Figure 1. Cells by drive strength.
Drawn at 6 px/um.
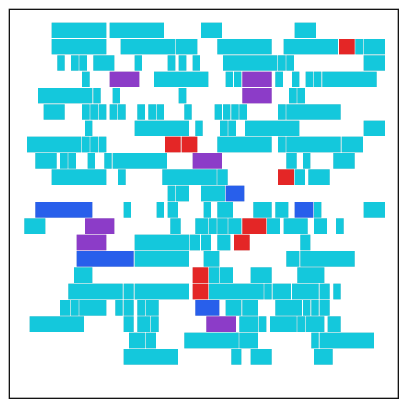
Figure 2. Cell area per tile.
Drawn at 6 px/um. 6 x 6 tiles, from dark blue (low) to red (high), 0 to 100% covered.
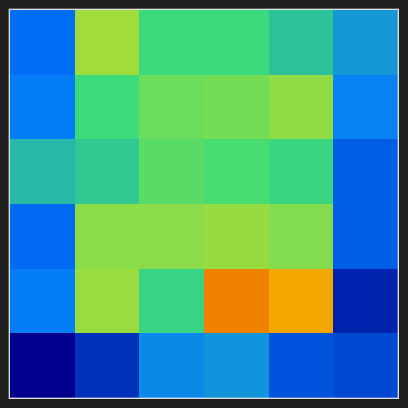
Figure 3. Wires at chosen ports, followed through buffers.
Drawn at 6 px/um.
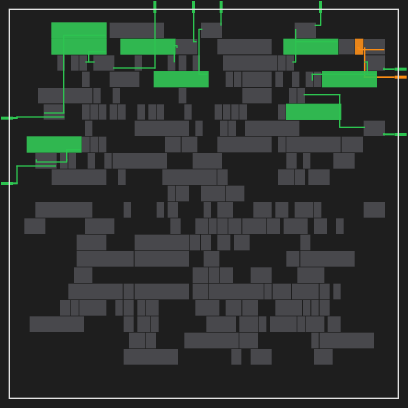
Figure 4. Signal wires on met1.
Drawn at 10 px/um. Supply wires on this layer in gray.
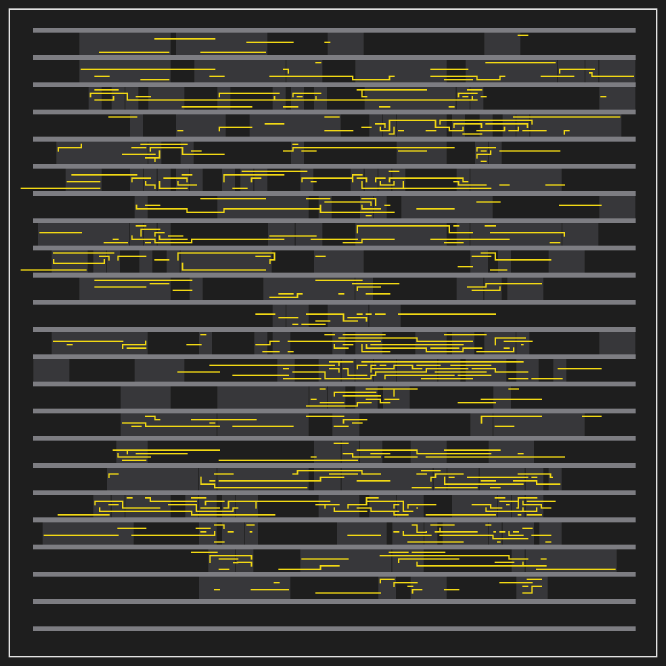
`src/rtl/serial_pkg.sv`:
```
// Shared definitions for the serial byte link: line levels, receiver FSM encodings
// and the default word size used by both ends of the link.
package serial_pkg;

    localparam int DEFAULT_WORD_SIZE    = 8;
    localparam int DEFAULT_CLKS_PER_BIT = 8;

    localparam logic START_BIT  = 1'b0;
    localparam logic STOP_BIT   = 1'b1;
    localparam logic IDLE_LEVEL = 1'b1;

    localparam logic [2:0] ST_WAIT_IDLE = 3'd0;
    localparam logic [2:0] ST_IDLE      = 3'd1;
    localparam logic [2:0] ST_START     = 3'd2;
    localparam logic [2:0] ST_DATA      = 3'd3;
    localparam logic [2:0] ST_STOP      = 3'd4;

    // Outcome of the stop-bit sample on the current clock.
    typedef enum logic [1:0] {
        FRAME_NONE = 2'd0,
        FRAME_OK   = 2'd1,
        FRAME_BAD  = 2'd2
    } frame_event_t;

    function automatic logic stop_ok(input logic sample);
        return sample == STOP_BIT;
    endfunction

endpackage

```
`src/rtl/sync_2ff.sv`:
```
// Two-flop synchroniser for a single asynchronous level; both flops reset to RESET_VALUE.
module sync_2ff #(
    parameter logic RESET_VALUE = 1'b1
) (
    input  logic i_clk,
    input  logic i_reset,
    input  logic i_d,
    output logic o_q
);

    logic meta;

    always_ff @(posedge i_clk or posedge i_reset) begin
        if (i_reset) begin
            meta <= RESET_VALUE;
            o_q  <= RESET_VALUE;
        end else begin
            meta <= i_d;
            o_q  <= meta;
        end
    end

endmodule

```
`src/rtl/serial_receiver.sv`:
```
// Serial byte-link receiver: start / WORD_SIZE data bits LSB-first / stop frames,
// oversampled CLKS_PER_BIT times and sampled mid-bit, with framing and overrun flags.
module serial_receiver
    import serial_pkg::*;
#(
    parameter int WORD_SIZE    = DEFAULT_WORD_SIZE,
    parameter int CLKS_PER_BIT = DEFAULT_CLKS_PER_BIT
) (
    input  logic                 i_clk,
    input  logic                 i_reset,
    input  logic                 i_serial_in,
    input  logic                 i_byte_ack,
    output logic [WORD_SIZE-1:0] o_data_bus,
    output logic                 o_byte_ready,
    output logic                 o_framing_err,
    output logic                 o_overrun_err
);

    localparam int HALF  = CLKS_PER_BIT / 2;
    localparam int CNT_W = $clog2(CLKS_PER_BIT);
    localparam int IDX_W = $clog2(WORD_SIZE + 1);

    localparam logic [CNT_W-1:0] HALF_LAST = CNT_W'(HALF - 1);
    localparam logic [CNT_W-1:0] BIT_LAST  = CNT_W'(CLKS_PER_BIT - 1);
    localparam logic [IDX_W-1:0] IDX_LAST  = IDX_W'(WORD_SIZE - 1);

    logic                 rx;
    logic [2:0]           state;
    logic [CNT_W-1:0]     cnt;
    logic [IDX_W-1:0]     bit_idx;
    logic [WORD_SIZE-1:0] shift_reg;
    logic [WORD_SIZE-1:0] shift_next;
    logic                 bit_end;
    logic                 half_end;
    frame_event_t         frame_ev;

    sync_2ff #(
        .RESET_VALUE(IDLE_LEVEL)
    ) u_sync (
        .i_clk  (i_clk),
        .i_reset(i_reset),
        .i_d    (i_serial_in),
        .o_q    (rx)
    );

    always_comb begin
        bit_end    = (cnt == BIT_LAST);
        half_end   = (cnt == HALF_LAST);
        // LSB arrives first, so each new bit enters at the top and drifts down.
        shift_next = shift_reg >> 1;
        shift_next[WORD_SIZE-1] = rx;
        frame_ev   = FRAME_NONE;
        if (state == ST_STOP && bit_end) begin
            frame_ev = stop_ok(rx) ? FRAME_OK : FRAME_BAD;
        end
    end

    always_ff @(posedge i_clk or posedge i_reset) begin
        if (i_reset) begin
            state     <= ST_WAIT_IDLE;
            cnt       <= '0;
            bit_idx   <= '0;
            shift_reg <= '0;
        end else begin
            case (state)
                ST_WAIT_IDLE: begin
                    if (rx == IDLE_LEVEL) state <= ST_IDLE;
                end
                ST_IDLE: begin
                    cnt <= '0;
                    if (rx == START_BIT) state <= ST_START;
                end
                ST_START: begin
                    // A start bit that is gone by mid-bit was a glitch; drop it silently.
                    if (half_end) begin
                        cnt <= '0;
                        if (rx == START_BIT) begin
                            state   <= ST_DATA;
                            bit_idx <= '0;
                        end else begin
                            state <= ST_IDLE;
                        end
                    end else begin
                        cnt <= cnt + 1'b1;
                    end
                end
                ST_DATA: begin
                    if (bit_end) begin
                        cnt       <= '0;
                        shift_reg <= shift_next;
                        bit_idx   <= bit_idx + 1'b1;
                        if (bit_idx == IDX_LAST) state <= ST_STOP;
                    end else begin
                        cnt <= cnt + 1'b1;
                    end
                end
                ST_STOP: begin
                    if (bit_end) begin
                        cnt   <= '0;
                        state <= (frame_ev == FRAME_OK) ? ST_IDLE : ST_WAIT_IDLE;
                    end else begin
                        cnt <= cnt + 1'b1;
                    end
                end
                default: state <= ST_WAIT_IDLE;
            endcase
        end
    end

    // Host handshake: o_byte_ready is the valid flag for o_data_bus; a one-cycle i_byte_ack
    // consumes it and clears both error flags. A completing word or a new error on the same
    // edge as the ack takes priority over the clear.
    always_ff @(posedge i_clk or posedge i_reset) begin
        if (i_reset) begin
            o_data_bus    <= '0;
            o_byte_ready  <= 1'b0;
            o_framing_err <= 1'b0;
            o_overrun_err <= 1'b0;
        end else begin
            if (frame_ev == FRAME_OK) begin
                o_data_bus   <= shift_reg;
                o_byte_ready <= 1'b1;
            end else if (i_byte_ack) begin
                o_byte_ready <= 1'b0;
            end

            if (frame_ev == FRAME_OK && o_byte_ready && !i_byte_ack) begin
                o_overrun_err <= 1'b1;
            end else if (i_byte_ack) begin
                o_overrun_err <= 1'b0;
            end

            if (frame_ev == FRAME_BAD) begin
                o_framing_err <= 1'b1;
            end else if (i_byte_ack) begin
                o_framing_err <= 1'b0;
            end
        end
    end

endmodule

```
`config.mk`:
```
export PLATFORM = sky130hd
export DESIGN_NAME = serial_receiver
export DESIGN_NICKNAME = d
export VERILOG_FILES = /design/src/rtl/serial_pkg.sv /design/src/rtl/sync_2ff.sv /design/src/rtl/serial_receiver.sv
export SDC_FILE = /design/constraint.sdc
export NUM_CORES = 1
export LEC_CHECK = 0
export ABC_CLOCK_PERIOD_IN_PS = 2000
export CORE_MARGIN = 2
export CORE_UTILIZATION = 41
export CTS_CLUSTER_SIZE = 12
export DETAILED_ROUTE_END_ITERATION = 16
export PLACE_DENSITY_LB_ADDON = 0.05
export SLEW_MARGIN = 20
export SYNTH_ARGS = -nofsm -noshare
export SYNTH_HDL_FRONTEND = slang
export SYNTH_SLANG_ARGS = --single-unit
```
`constraint.sdc`:
```
create_clock -name i_clk -period 2 [get_ports i_clk]
set_input_delay 0.4 -clock i_clk [delete_from_list [all_inputs] [get_ports i_clk]]
set_output_delay 0.4 -clock i_clk [all_outputs]
set_load 0.005 [all_outputs]
```
==> impl_metrics.yaml <==
# synthesis and place-and-route metrics
power:
  maxPowerGroup: "registers"
  p_sw_mw: 0.7390
  ir_worst_vdd_mv: 0.5839
  leakagePower_nw: 0.8789
  pg_clk_mw: 0.547
  pwr-share-comb_pct: 31.2
  seqPwrFrac_pct: 42.9
grt:
  grt_use_total_pct: 16.48
  grt_util_met2_pct: 23.83
  globalRoute.busiestLayer: "met2"
  grt_pass1_wl_mm: 5.161
  grt_max_degree: 32
  grt_antenna_before_repair: 0
setup_path:
  reg2reg_to: "bit_idx[3]"
  crit_top_cell: "ha_1"
  critical_path_class: "reg -> reg"
  crit_fanout: 10
  arrival_ns: 2.01
  startpoint: "cnt[0]"
  endpoint_kind: "flop"
  ff2ff_path_depth: 6
  crit_family: "adder cells"
  cp.depth: 6
  crit_path_end: "bit_idx[3]"
  critPathMaxStageDelay_ns: 0.43
  path_buffers: 0
  cp_slowest_cell: "dfrtp_1"
  timing.rr.start: "cnt[0]"
  ff2ff_setup_slack_ns: 0.19
synth:
  mux_area_share_pct: 1.330
  ys.flops: 31
  yosysTopAreaCell: "dfrtp_1"
  edf_count: 0
  flop_cell: "dfrtp_1"
  ys_top_logic_family: "simple AND/OR/NAND/NOR gates"
  ys_sh_adder_pct: 4.156
  ys_sh_aoi_pct: 13.05
  ys_cells: 163
  top_cell: "nand2_1"
  syn-instance-count: 163
  async_reset_ff_share_pct: 100.0
  synth_area_um2: 1505
  post_synth.cell_area_avg_um2: 9.234
  ys_sh_simple_pct: 23.11
  floorplan.nets: 172
  common_cells: "nand2_1, dfrtp_1, inv_1"
  ys_types: 34
route:
  met3WireLength_um: 132
  drtIter0Drc: 58
  drt_pass1_iterations: 4
  top_layer: "met4"
  routedWlPerCell_um: 12.65
  wl_met1_mm: 1.391
sta:
  tightest_slew_ns: 0.5882
  hold_ws_ns: 0.3615
  slew_viol_final: 0
  finalSetupViolCount: 0
  rsz0062_at_grt: "false"
  finalSetupTns_ns: 0
  hold_viol_final: 0
clock_tree:
  post_cts_resized: 0
  cts_buffer_depth: 2
  insertion_delay_ns: 0.28
  cts_setup_buffers: 0
  cts-root-buf: "clkbuf_8"
  cts.sinks: 31
  path_clk_slew_ns: 0.06
  cts_tree: "done"
finish:
  nets: 190
  antenna_cells: 0
  comb-cell-share_pct: 34.99
  largest_class: "sequential cells"
  sh_seq_area_pct: 43.44
  flop-count: 31
  num-multi-input-gates: 113
  layout_top_cells: "nand2_1, dfrtp_1, clkdlybuf4s50_1"
  clkCellAreaFrac_pct: 5.796
  drive_gt1_share_pct: 10.99
job:
  tool_warnings: 28
placed_design:
  dp_cells: 222
  placed_area_um2: 1688
  place.detailed.hpwl_mm: 1.995
  preCtsSetupSlack_ns: 0.2201
  gp_congestion: 0.8049
min_path:
  holdPathEnd: "u_sync.o_q"
  holdCritStartpoint: "u_sync.meta"
  holdCritPathClass: "reg -> reg"
die:
  taps: 48
  die_h_um: 64.59
status:
  status: "finished clean"
-- Figure 1 (at the start) --
Key: drive 1 or less = cyan [cells 162, share 89%]; drive 2 = blue [cells 5, share 2.7%]; drive 6 and up = purple [cells 7, share 3.8%]; drive 3 to 4 = red [cells 8, share 4.4%]
Area growth, synth to finish: 19.04%
non-clock buffer count: 20
final instance area: 1792 um^2

-- Figure 2 (at the start) --
The fullest tile reaches 85%. The mean over all tiles is 42%. The emptiest ninth of the die: bottom left.
FP Core Util: 41.74%
core area: 3606 um^2
Core Util, Final: 49.69%

-- Figure 3 (at the start) --
Key: i_reset = orange [direction input, end cells 1, buffers 1, wire 14.4 um]; o_data_bus = green [direction output, end cells 8, buffers 8, wire 142 um]
IO Pins: 15
buffers added on ports: 14

-- Figure 4 (at the start) --
The layer carries 1,390 um of wire. 169 nets have wire on it. The layer holds 48% of the routed length. The wires run mostly horizontal.
total wire length: 2.909 mm
routed via count: 1,152
M1 GR Usage: 22.25%

Power and IR drop assume default switching activity.
